M1 wires:
Bar = 50 um.
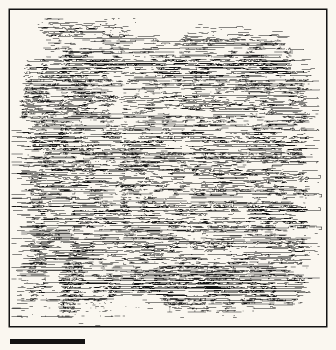
Metal 2:
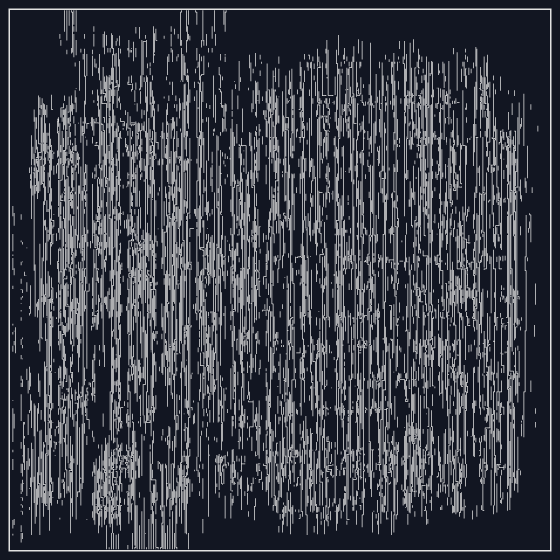
Signal wires on met3:
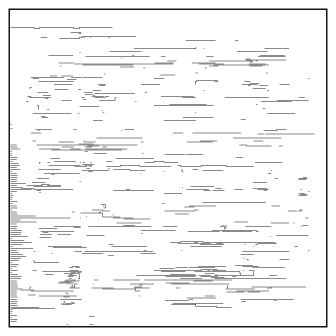
Signal wires on met4:
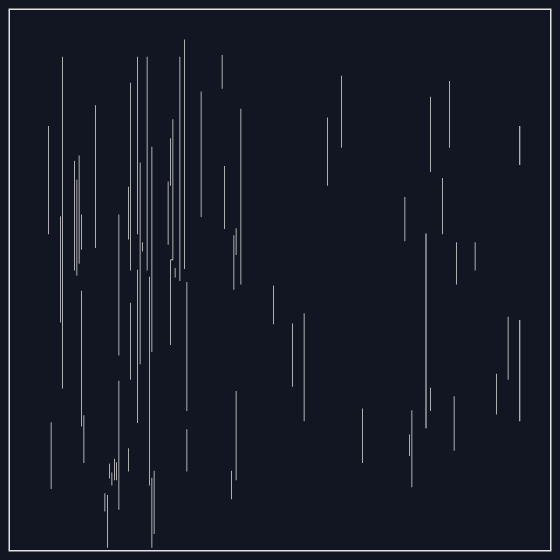
===== src/rtl/atm_pkg.sv =====
// Shared opcode, FSM encoding and sizing constants for the ATM ledger arbiter.
package atm_pkg;

  typedef enum logic [1:0] {
    OpBalance  = 2'd0,
    OpWithdraw = 2'd1,
    OpDeposit  = 2'd2,
    OpTransfer = 2'd3
  } op_e;

  typedef enum logic [2:0] {
    StIdle,
    StRead,
    StExec,
    StWrite,
    StResp
  } state_e;

  localparam int unsigned NACC_MAX = 16;
  localparam int unsigned INIT_BAL = 500;

endpackage


===== src/rtl/rr_picker.sv =====
// Round-robin picker: first asserted request at or after ptr, wrapping, as a one-hot vector.
module rr_picker #(
  parameter int unsigned NREQ = 4,
  parameter int unsigned PtrW = (NREQ > 1) ? $clog2(NREQ) : 1
) (
  input  logic [NREQ-1:0] req,
  input  logic [PtrW-1:0] ptr,
  output logic [NREQ-1:0] winner
);

  localparam int unsigned IdxW = $clog2(2 * NREQ);

  logic [IdxW-1:0] pos;
  logic            found;

  always_comb begin
    winner = '0;
    found  = 1'b0;
    pos    = '0;
    for (int i = 0; i < NREQ; i++) begin
      pos = IdxW'(ptr) + IdxW'(i);
      if (pos >= IdxW'(NREQ)) begin
        pos = pos - IdxW'(NREQ);
      end
      if (!found && req[PtrW'(pos)]) begin
        found               = 1'b1;
        winner[PtrW'(pos)] = 1'b1;
      end
    end
  end

endmodule


===== src/rtl/ledger_arbiter.sv =====
// Round-robin arbiter serialising ATM requests onto a shared account balance store.
module ledger_arbiter #(
  parameter int unsigned NREQ     = 4,
  parameter int unsigned NACC     = 10,
  parameter int unsigned INIT_BAL = atm_pkg::INIT_BAL
) (
  input  logic               clk,
  input  logic               rst,
  input  logic [NREQ-1:0]    req,
  input  logic [2*NREQ-1:0]  op,
  input  logic [4*NREQ-1:0]  src_idx,
  input  logic [4*NREQ-1:0]  dst_idx,
  input  logic [16*NREQ-1:0] amount,
  output logic [NREQ-1:0]    grant,
  output logic               busy,
  output logic               done,
  output logic               error,
  output logic [15:0]        balance
);

  localparam int unsigned PtrW = (NREQ > 1) ? $clog2(NREQ) : 1;

  atm_pkg::state_e state_q, state_d;
  atm_pkg::op_e    op_q, op_d;
  logic [NREQ-1:0] grant_q, grant_d, winner;
  logic [PtrW-1:0] ptr_q, ptr_d, grant_idx;
  logic [3:0]      src_q, src_d, dst_q, dst_d;
  logic [15:0]     amt_q, amt_d;
  logic [15:0]     src_bal_q, src_bal_d, dst_bal_q, dst_bal_d;
  logic            src_ok_q, src_ok_d, dst_ok_q, dst_ok_d;
  logic [15:0]     new_src_q, new_src_d, new_dst_q, new_dst_d;
  logic            err_q, err_d;
  logic [15:0]     resp_q, resp_d;
  logic [15:0]     mem_q [NACC];
  logic [15:0]     mem_d [NACC];

  logic [1:0]  sel_op;
  logic [3:0]  sel_src, sel_dst;
  logic [15:0] sel_amt;
  logic [15:0] src_rd, dst_rd;
  logic        src_hit, dst_hit;
  logic [16:0] sum_src, sum_dst;
  logic        short_src;

  rr_picker #(
    .NREQ(NREQ),
    .PtrW(PtrW)
  ) u_rr_picker (
    .req   (req),
    .ptr   (ptr_q),
    .winner(winner)
  );

  always_comb begin
    sel_op    = '0;
    sel_src   = '0;
    sel_dst   = '0;
    sel_amt   = '0;
    grant_idx = '0;
    for (int i = 0; i < NREQ; i++) begin
      if (winner[i]) begin
        sel_op  = op[2*i +: 2];
        sel_src = src_idx[4*i +: 4];
        sel_dst = dst_idx[4*i +: 4];
        sel_amt = amount[16*i +: 16];
      end
      if (grant_q[i]) begin
        grant_idx = PtrW'(i);
      end
    end
  end

  // Out-of-range indices read as 0 and clear the hit flag.
  always_comb begin
    src_rd  = '0;
    dst_rd  = '0;
    src_hit = 1'b0;
    dst_hit = 1'b0;
    for (int a = 0; a < NACC; a++) begin
      if (src_q == 4'(a)) begin
        src_hit = 1'b1;
        src_rd  = mem_q[a];
      end
      if (dst_q == 4'(a)) begin
        dst_hit = 1'b1;
        dst_rd  = mem_q[a];
      end
    end
  end

  assign sum_src   = {1'b0, src_bal_q} + {1'b0, amt_q};
  assign sum_dst   = {1'b0, dst_bal_q} + {1'b0, amt_q};
  assign short_src = amt_q > src_bal_q;

  always_comb begin
    state_d   = state_q;
    op_d      = op_q;
    grant_d   = grant_q;
    ptr_d     = ptr_q;
    src_d     = src_q;
    dst_d     = dst_q;
    amt_d     = amt_q;
    src_bal_d = src_bal_q;
    dst_bal_d = dst_bal_q;
    src_ok_d  = src_ok_q;
    dst_ok_d  = dst_ok_q;
    new_src_d = new_src_q;
    new_dst_d = new_dst_q;
    err_d     = err_q;
    resp_d    = resp_q;
    mem_d     = mem_q;
    case (state_q)
      atm_pkg::StIdle: begin
        if (|req) begin
          grant_d = winner;
          op_d    = atm_pkg::op_e'(sel_op);
          src_d   = sel_src;
          dst_d   = sel_dst;
          amt_d   = sel_amt;
          state_d = atm_pkg::StRead;
        end
      end
      atm_pkg::StRead: begin
        src_bal_d = src_rd;
        dst_bal_d = dst_rd;
        src_ok_d  = src_hit;
        dst_ok_d  = dst_hit;
        state_d   = atm_pkg::StExec;
      end
      atm_pkg::StExec: begin
        new_src_d = src_bal_q;
        new_dst_d = dst_bal_q;
        err_d     = ~src_ok_q;
        case (op_q)
          atm_pkg::OpWithdraw: begin
            err_d     = ~src_ok_q | short_src;
            new_src_d = src_bal_q - amt_q;
          end
          atm_pkg::OpDeposit: begin
            err_d     = ~src_ok_q | sum_src[16];
            new_src_d = sum_src[15:0];
          end
          atm_pkg::OpTransfer: begin
            err_d     = ~src_ok_q | ~dst_ok_q | (dst_q == src_q) | short_src | sum_dst[16];
            new_src_d = src_bal_q - amt_q;
            new_dst_d = sum_dst[15:0];
          end
          default: ;
        endcase
        resp_d  = err_d ? src_bal_q : new_src_d;
        state_d = atm_pkg::StWrite;
      end
      atm_pkg::StWrite: begin
        // An error-free transfer guarantees distinct src/dst, so both writes land together.
        if (!err_q && op_q != atm_pkg::OpBalance) begin
          for (int a = 0; a < NACC; a++) begin
            if (src_q == 4'(a)) begin
              mem_d[a] = new_src_q;
            end
            if (op_q == atm_pkg::OpTransfer && dst_q == 4'(a)) begin
              mem_d[a] = new_dst_q;
            end
          end
        end
        state_d = atm_pkg::StResp;
      end
      atm_pkg::StResp: begin
        grant_d = '0;
        ptr_d   = (grant_idx == PtrW'(NREQ - 1)) ? '0 : grant_idx + PtrW'(1);
        state_d = atm_pkg::StIdle;
      end
      default: begin
        state_d = atm_pkg::StIdle;
      end
    endcase
  end

  always_ff @(posedge clk or posedge rst) begin
    if (rst) begin
      state_q   <= atm_pkg::StIdle;
      op_q      <= atm_pkg::OpBalance;
      grant_q   <= '0;
      ptr_q     <= '0;
      src_q     <= '0;
      dst_q     <= '0;
      amt_q     <= '0;
      src_bal_q <= '0;
      dst_bal_q <= '0;
      src_ok_q  <= 1'b0;
      dst_ok_q  <= 1'b0;
      new_src_q <= '0;
      new_dst_q <= '0;
      err_q     <= 1'b0;
      resp_q    <= '0;
      for (int a = 0; a < NACC; a++) begin
        mem_q[a] <= 16'(INIT_BAL);
      end
    end else begin
      state_q   <= state_d;
      op_q      <= op_d;
      grant_q   <= grant_d;
      ptr_q     <= ptr_d;
      src_q     <= src_d;
      dst_q     <= dst_d;
      amt_q     <= amt_d;
      src_bal_q <= src_bal_d;
      dst_bal_q <= dst_bal_d;
      src_ok_q  <= src_ok_d;
      dst_ok_q  <= dst_ok_d;
      new_src_q <= new_src_d;
      new_dst_q <= new_dst_d;
      err_q     <= err_d;
      resp_q    <= resp_d;
      mem_q     <= mem_d;
    end
  end

  assign grant   = grant_q;
  assign busy    = (state_q != atm_pkg::StIdle);
  assign done    = (state_q == atm_pkg::StResp);
  assign error   = done & err_q;
  assign balance = done ? resp_q : '0;

endmodule

===== config.mk =====
export PLATFORM = sky130hd
export DESIGN_NAME = ledger_arbiter
export DESIGN_NICKNAME = d
export VERILOG_FILES = /design/src/rtl/atm_pkg.sv /design/src/rtl/rr_picker.sv /design/src/rtl/ledger_arbiter.sv
export SDC_FILE = /design/constraint.sdc
export NUM_CORES = 1
export LEC_CHECK = 0
export ABC_AREA = 1
export CAP_MARGIN = 25
export CORE_MARGIN = 4
export CORE_UTILIZATION = 45
export CTS_BUF_LIST = sky130_fd_sc_hd__clkbuf_4
export CTS_CLUSTER_SIZE = 8
export DETAILED_ROUTE_END_ITERATION = 16
export GPL_ROUTABILITY_DRIVEN = 0
export SYNTH_ARGS = -nofsm -noshare
export SYNTH_HDL_FRONTEND = slang
export SYNTH_HIERARCHICAL = 1
export SYNTH_SLANG_ARGS = --single-unit

===== constraint.sdc =====
create_clock -name clk -period 15.52 [get_ports clk]
set_clock_uncertainty 0.1 [all_clocks]
set_input_delay 4.656 -clock clk [delete_from_list [all_inputs] [get_ports clk]]
set_output_delay 4.656 -clock clk [all_outputs]
set_load 0.01 [all_outputs]

==> impl_metrics.yaml <==
# physical design summary
grt:
  grt_use_total_pct: 28.9
  grt_max_degree: 85
  grt_pass1_vias: 18500
  antenna_found_initial: 2
  overflow: 0
  grt_pass1_wl_mm: 103
route:
  drc: 0
  wl_per_cell_um: 19.5
  dr.pass1.iters: 8
  vias_per_cell: 5.70
  drt_iter0_markers: 1779
  final_antenna_net_count: 0
critical_path:
  worst_setup_path_start_kind: "flip-flop"
  worstSetupStartpoint: "state_q[1]$_DFFE_PP0P_"
  worstPathCellList: "nor3_1 -> inv_1 -> nor2_1 -> clkdlybuf4s50_1"
  slowest_stage: "clkdlybuf4s50_1"
  critPathRequiredTime_ps: 10760
  reg2reg_from: "ptr_q[0]$_DFFE_PP0P_"
  end_kind: "output pin"
  rrSetupSlack_ps: 11800
  worst-path-buf-inv: 2
  criticalPathCategory: "flip-flop to output pin"
  slowest_delay_ps: 590
  crit_arrival_ps: 2830
  r2r-end: "amt_q[2]$_DFFE_PP0P_"
  ff2ff_path_depth: 13
  cpLargestDelayFamily: "buffers and inverters"
  crit_fanout: 24
clocking:
  tritoncts: "done"
  worst_skew_pair.late_latency_ps: 770
  clk_pin_slew_ps: 70
  cts_made_buffers: 79
  post_cts_buffers: 0
  cts_buffer_depth: 3
  cts_hold_buf: 0
  htree_levels: 3
  cts-resized-gates: 0
  clockRootBuffer: "clkbuf_4"
  cts_sinks: 278
power:
  powerDensity_nw_per_um2: 213
  leakage_nw: 9.63
  peakVddDrop_v: 0.0000914
  p_total_mw: 4.60
hold_path:
  worst_hold_path_type: "flip-flop to flip-flop"
  min_to: "resp_q[2]$_DFFE_PP0N_"
  hold_start: "resp_q[2]$_DFFE_PP0N_"
  min_path_cells: 2
layout:
  area_delta_synth_final_pct: 15.2
  most-common-layout-cells: "nand2_1 (774), o21ai_0 (366), inv_1 (218), dfrtp_1 (218), nand3_1 (169)"
  drive_gt1_share_pct: 11.2
  nets: 2933
  fillCellCount: 4070
  lay_top_count: "nand2_1"
synthesis:
  postSynthSeqShare_pct: 37.6
  edf_count: 0
  ys_ff: 278
  ys_cells: 2684
  syn_area_sq_um: 18700
  avgSynthCellArea_sq_um: 6.98
  ys_area_sq_um: 18700
  flop_cell: "dfrtp_1"
  synthCells: 2684
  syn_nets: 2855
  ys_types: 54
  yosysWarnings: 6
  synthArstFlopShare_pct: 100
sta:
  period_needed_ps: 7580
  fin_crit_sh_pct: 48.9
  whs_ps: 382
  slew_headroom_pct: 33.5
  clock.fmax_mhz: 132
  rsz0062_at_grt: "no"
  finalMaxSlewViolations: 0
  finalSetupTns_ps: 0
  hold_viol: 0
  worst_pin_slew_ps: 995
  setup_violations: 0
outcome:
  status: "completed"
die:
  row_count: 74
  pin_count: 133
  core_sq_um: 41000
  fp_util_pct: 45.6
  die_w_um: 212
  die_area_sq_um: 44900
  fp.dieH_um: 212
run:
  max_cap_violations: 0
  tool_warnings: 50
placed_design:
  portBuffers: 132
  dp_hpwl_mm: 48.4
## Picture notes: 'M1 wires'
share of all routed wire: 43%
longest straight run: 59.3 um
wire length on this layer: 28.2 mm
main direction: horizontal
grt met1 use: 38.9%
routed via count: 19,100

## Picture notes: 'metal 2'
nets with wire on the layer: 2,209
wire length on this layer: 29.9 mm
met2 Track Usage GR: 46.0%
Routed WL: 65.5 mm

## Picture notes: 'signal wires on met3'
share of all routed wire: 7.5%
longest straight run: 66.2 um
wire length on this layer: 4,920 um
nets with wire on the layer: 351
grt met3 use: 5.34%

## Picture notes: 'signal wires on met4'
share of all routed wire: 3.7%
wire length on this layer: 2,430 um
main direction: vertical
longest straight run: 130 um
nets with wire on the layer: 54

-- cell type report --
cell class	instances	area, sq um	share of cell area [%]
sequential	278	7030	32.6
multi-input combinational	1987	10100	46.9
clock inverter	20	161	0.748
clock buffer	120	901	4.18
inverter	249	942	4.37
timing repair buffer	167	1750	8.10
antenna	1	2.50	0.0116
tap	532	666	3.09
-- how the worst max path moves through the flow --
| stage | endpoint | cells after the start |
|---|---|---|
| 2_1_floorplan | amt_q[0]$_DFFE_PP0P_ | 1 |
| 3_3_place_gp | src_q[2]$_DFFE_PP0P_ | 12 |
| 3_5_place_dp | op_q[0]$_DFFE_PP0P_ | 11 |
| 4_1_cts | amt_q[2]$_DFFE_PP0P_ | 11 |
| 5_1_grt | error | 4 |
| 6_report | error | 4 |
-- worst reg2reg max path, cell delays in order, from the launching register on --
cell      delay [ps]
dfrtp_1          590
inv_2            190
ha_1             400
inv_1            120
nand3_1           90
nand2_1          120
nand2_4           70
nor2_4           140
nand2_1           70
nand3_1          170
buf_8            230
clkinv_1         710
o211ai_1         470
a22oi_1          110
-- cell usage after synthesis (all sizes together), types with 7 or more instances --
cell type | number | area (sq um)
a21o | 10 | 75.1
a21oi | 168 | 863
a221o | 26 | 260
a22oi | 26 | 195
a31oi | 11 | 68.8
buf | 37 | 198
clkbuf | 133 | 499
clkinv | 9 | 33.8
dfrtp | 218 | 5460
dfstp | 60 | 1580
ha | 58 | 726
inv | 240 | 901
nand2 | 799 | 3080
nand3 | 178 | 936
nand4 | 23 | 144
nor2 | 124 | 493
nor3 | 10 | 81.3
o211ai | 50 | 375
o21ai | 416 | 2080
o22ai | 33 | 206
o32ai | 9 | 78.8
or2 | 7 | 43.8
xor2 | 9 | 78.8
-- report_power, final --
part | leakage [nW] | switching (mW) | internal, mW
registers | 3.48 | 0.310 | 1.01
clock network | 0.631 | 0.332 | 0.401
logic | 5.53 | 1.69 | 0.856
total | 9.63 | 2.34 | 2.27
-- state kept, by name, indices dropped and copies added (netlist names), 16 cells and up --
register,flops
amt_q,16
dst_bal_q,16
mem_q,160
new_dst_q,16
new_src_q,16
resp_q,16
src_bal_q,16
-- logic make-up (layout without fill, tap and decap cells) --
kind of cell    after synthesis  after routing  share of synthesized area [%]
other cells                   0              1                              0
buf+inv                     419            556                           8.71
fa+ha+maj                    61             61                           4.20
compound gates              766            766                           23.2
xor+xnor                     12             12                          0.561
flops                       278            278                           37.6
simple gates               1148           1148                           25.8
-- per-layer routing --
metal / vias up / share of wire, % / global-route usage, %
met5: - / 0.020 / 0
met4: 2 / 3.7 / 11.9
met3: 157 / 7.5 / 5.34
met2: 819 / 46 / 46.0
met1: 8973 / 43 / 38.9
li1: 9164 / - / -
-- through the flow --
stage          utilization, %  cell area (sq um)  setup slack, ps  std cells
2_1_floorplan               -              18700             3200       2684
3_3_place_gp             49.4              20300             7110       3202
3_5_place_dp             49.9              20500             7010       3210
5_1_grt                  52.6              21600             7710       3354
6_report                 52.6              21600             7940       3354
4_1_cts                  52.5              21500             7820       3350
Power is estimated from default activity; no workload was simulated.
